File: src/rtl/updn_counter_if.sv
// Control/status bundle for one updn_counter stage.
// master drives the controls; slave is the counter side.
interface updn_counter_if #(
  parameter int WIDTH = 16
);
  logic             en;
  logic             ci;
  logic             s;
  logic             ld;
  logic [WIDTH-1:0] d;
  logic             clr;
  logic [WIDTH-1:0] cnt;
  logic             tc;
  logic             rc;
  logic             ovf;

  modport master (output en, ci, s, ld, d, clr, input  cnt, tc, rc, ovf);
  modport slave  (input  en, ci, s, ld, d, clr, output cnt, tc, rc, ovf);
endinterface

File: src/rtl/updn_counter.sv
// Cascadable up/down counter with programmable terminal count,
// wrap or saturate at the boundary, and a sticky overflow flag.
module updn_counter #(
  parameter int              WIDTH = 16,
  parameter longint unsigned MAX   = (64'd1 << WIDTH) - 64'd1,
  parameter bit              SAT   = 1'b0
) (
  input  logic          clk,
  input  logic          rst_n,
  updn_counter_if.slave bus
);
  localparam logic [WIDTH-1:0] MAXV = MAX[WIDTH-1:0];

  logic [WIDTH-1:0] cnt_q, cnt_nxt;
  logic             ovf_q;
  logic             at_tc, step;

  assign at_tc = bus.s ? (cnt_q == MAXV) : (cnt_q == '0);
  assign step  = bus.en & bus.ci & ~bus.ld;

  always_comb begin
    cnt_nxt = cnt_q;
    if (bus.ld) begin
      cnt_nxt = (bus.d > MAXV) ? MAXV : bus.d;
    end else if (step) begin
      // Boundary steps wrap to the opposite end, or hold when saturating.
      if (at_tc) begin
        if (!SAT) cnt_nxt = bus.s ? '0 : MAXV;
      end else begin
        cnt_nxt = bus.s ? cnt_q + WIDTH'(1) : cnt_q - WIDTH'(1);
      end
    end
  end

  always_ff @(posedge clk or negedge rst_n) begin
    if (!rst_n) begin
      cnt_q <= '0;
      ovf_q <= 1'b0;
    end else begin
      cnt_q <= cnt_nxt;
      // set beats clear when both happen in one cycle
      if (step & at_tc)  ovf_q <= 1'b1;
      else if (bus.clr)  ovf_q <= 1'b0;
    end
  end

  assign bus.cnt = cnt_q;
  assign bus.tc  = at_tc;
  assign bus.rc  = bus.en & bus.ci & at_tc;
  assign bus.ovf = ovf_q;
endmodule

File: src/flat_wrapper.sv
// flat-port wrapper written by rule: the top's interface ports become plain ports
module updn_counter_flat 
#(
  parameter int              WIDTH = 16,
  parameter longint unsigned MAX   = (64'd1 << WIDTH) - 64'd1,
  parameter bit              SAT   = 1'b0
)
  (clk, rst_n, bus_en, bus_ci, bus_s, bus_ld, bus_d, bus_clr, bus_cnt, bus_tc, bus_rc, bus_ovf);
  updn_counter_if #(.WIDTH(WIDTH)) bus_i ();
  input  logic clk;
  input  logic rst_n;
  input wire logic [$bits(bus_i.en)-1:0] bus_en;
  input wire logic [$bits(bus_i.ci)-1:0] bus_ci;
  input wire logic [$bits(bus_i.s)-1:0] bus_s;
  input wire logic [$bits(bus_i.ld)-1:0] bus_ld;
  input wire logic [$bits(bus_i.d)-1:0] bus_d;
  input wire logic [$bits(bus_i.clr)-1:0] bus_clr;
  output wire logic [$bits(bus_i.cnt)-1:0] bus_cnt;
  output wire logic [$bits(bus_i.tc)-1:0] bus_tc;
  output wire logic [$bits(bus_i.rc)-1:0] bus_rc;
  output wire logic [$bits(bus_i.ovf)-1:0] bus_ovf;
  assign bus_i.en = bus_en;
  assign bus_i.ci = bus_ci;
  assign bus_i.s = bus_s;
  assign bus_i.ld = bus_ld;
  assign bus_i.d = bus_d;
  assign bus_i.clr = bus_clr;
  assign bus_cnt = bus_i.cnt;
  assign bus_tc = bus_i.tc;
  assign bus_rc = bus_i.rc;
  assign bus_ovf = bus_i.ovf;
  updn_counter #(.WIDTH(WIDTH), .MAX(MAX), .SAT(SAT)) u_core (.clk(clk), .rst_n(rst_n), .bus(bus_i));
endmodule
File: config.mk
export PLATFORM = sky130hd
export DESIGN_NAME = updn_counter_flat
export DESIGN_NICKNAME = d
export VERILOG_FILES = /design/src/rtl/updn_counter_if.sv /design/src/rtl/updn_counter.sv /design/src/flat_wrapper.sv
export SDC_FILE = /design/constraint.sdc
export NUM_CORES = 1
export LEC_CHECK = 0
export CAP_MARGIN = 20
export CORE_ASPECT_RATIO = 0.5
export CORE_MARGIN = 2
export CORE_UTILIZATION = 45
export CTS_BUF_LIST = sky130_fd_sc_hd__clkbuf_8
export CTS_CLUSTER_SIZE = 30
export DETAILED_ROUTE_END_ITERATION = 10
export PLACE_DENSITY = 0.74
export SKIP_LAST_GASP = 1
export SYNTH_ARGS = -nofsm -noshare
export SYNTH_HDL_FRONTEND = slang
export SYNTH_SLANG_ARGS = --single-unit
File: constraint.sdc
create_clock -name clk -period 4.65 [get_ports clk]
set_clock_uncertainty 0.05 [all_clocks]
set_input_delay 0.93 -clock clk [delete_from_list [all_inputs] [get_ports clk]]
set_output_delay 0.93 -clock clk [all_outputs]
set_load 0.02 [all_outputs]
==> CHANGELOG.md <==
### Physical design

* Register area at 425 µm²
* Worst reg2reg path depth at 8
* Net Sw Power at 0.512 mW
* Max-Cap Viols at 0
* CTS tree: done
* P_int at 0.589 mW
* Buffering overhead at 19.2%
* Ratio of cells with drive above 1 in the final layout at 2.82%
* Total gr overflow at 0
* AND-OR/OR-AND share of the synthesized area at 31.0%
* CP dominant cell by count: clkdlybuf4s50_1
* Syn_nets at 247
* Most frequent cells after synthesis: 24 x a21oi_1, 17 x dfrtp_1, 17 x nand2_1, 17 x nor2_1, 14 x ha_1
* Plain + repair buffers at 42
* Post-Syn Area at 1680 µm²
* Vias in the first global route at 1,708
* Simple-gate share of the synthesized area at 21.6%
* Number of enable flip-flop cells at 0
* Status: complete, no violations
* Seq group at 0.277 mW
* Detailed Route Iter0 Violations at 131
* WL per Instance at 16.6 µm
* Fa+ha+maj area frac at 11.7%
* Cells after DPL at 295
* Critical path class: in2out
* Most common cell in the netlist: a21oi_1
* Ys cells at 209
* Chip area at 4260 µm²
* Hold path depth at 1
* Comb pwr share at 64.4%
* Total Power at 1.10 mW
* Via count at 1,797
* CP endpoint: bus_rc
* Registers at 17
* DRC violation count after routing at 0
* Worst Slack Setup Final at 0.663 ns
* XOR/XNOR Area Share at 4.18%
* Row Count at 15
* Area growth syn-to-layout at 29.9%
* Reg2reg setup slack at 2.26 ns
* Clock-cell share at 2.13%
* Initial DRT Pass Iterations at 4
* Net Sw Frac at 46.5%
* Yosys chip area at 1680 µm²
* Clock network power at 0.115 mW
* Comb/total area at 55.0%
* Peak supply drop at 0.258 mV
* Seq/Total Area, Yosys at 25.4%
* Placer Congestion at 0.895
* Max stage delay on crit path at 0.60 ns
* H-tree depth at 1
* Largest class: logic gates
* Hold buffers post-CTS at 0
* Layout fillers at 319
* Num ports at 42
* Worst path required time at 3.67 ns
* Synthesized area per cell at 8.02 µm²
* Top area contributor share at 25.4%
* Delay-heaviest family, CP: buffers and inverters
* Combinational power at 0.709 mW
* Post-DP HPWL at 3790 µm
* Log Warnings at 26
* Ys flop type: dfrtp_1
* Antenna violations before repair at 0
* Cell area leaders: dfrtp_1 25%, ha_1 10%, a21oi_1 7.2%
* Clk latency late pin at 0.26 ns
* Cycle use final at 85.7%
* Setup_tns at 0 ns
* Clock Sinks at 17
* Crit path DAT at 3.01 ns
* Final setup violation count at 0
* Die H at 47.1 µm
* Bufs on Longest Clock Path at 2
* Ant. Diodes at 0
* Critical-path cell list: clkdlybuf4s50_1, nor4_1, nand4_1, o41ai_1, and3_1, clkdlybuf4s50_1
* RSZ-0062 raised after global routing: no
* Placed Area at 2130 µm²
* IO Port Bufs at 41
## per-layer routing
metal,track usage [%],up-vias,wire [µm]
li1,-,884,-
met1,32.5,855,2320
met2,44.4,56,2360
met3,4.98,2,267
met4,5.54,0,10
met5,0,-,0
## placed cells by master (no fill, tap or decap), drive strengths merged, types with 2 or more instances in the layout
cell,n
nand2,17
nand3b,3
a21oi,24
o211ai,2
o22ai,9
a31oi,3
nor4,5
ha,14
xor2,2
a21o,10
nand3,8
clkdlybuf4s50,41
o22a,5
mux2i,5
nand2b,6
o21ai,9
nor3,2
xnor2,6
nand4,6
dfrtp,17
o21bai,2
nor2,17
clkbuf,3
and3,3
o221ai,3
inv,7
## registers in the layout, indices dropped and copies added, names as in the netlist
signal and flops:
u_core.bus.cnt 16, u_core.bus.ovf 1
placed.png
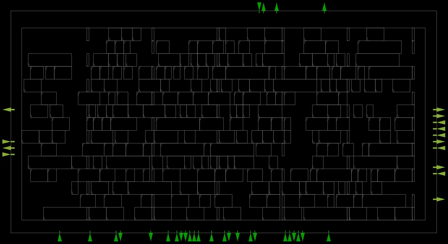
Non-Filler Instances: 299
Core Util, Final: 62.3%
core box area: 3490 µm²
tap cells: 51
Seq area share: 19.6%

clock_wires.png
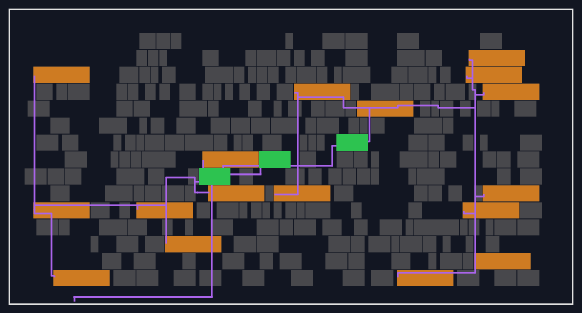
[flip-flops] orange | count: 17
[clock wires] purple | length: 280 µm
[clock-net drivers] green | count: 3
flops lie: spread over the die

No activity file was given, so power comes from the tool's default toggle rates.
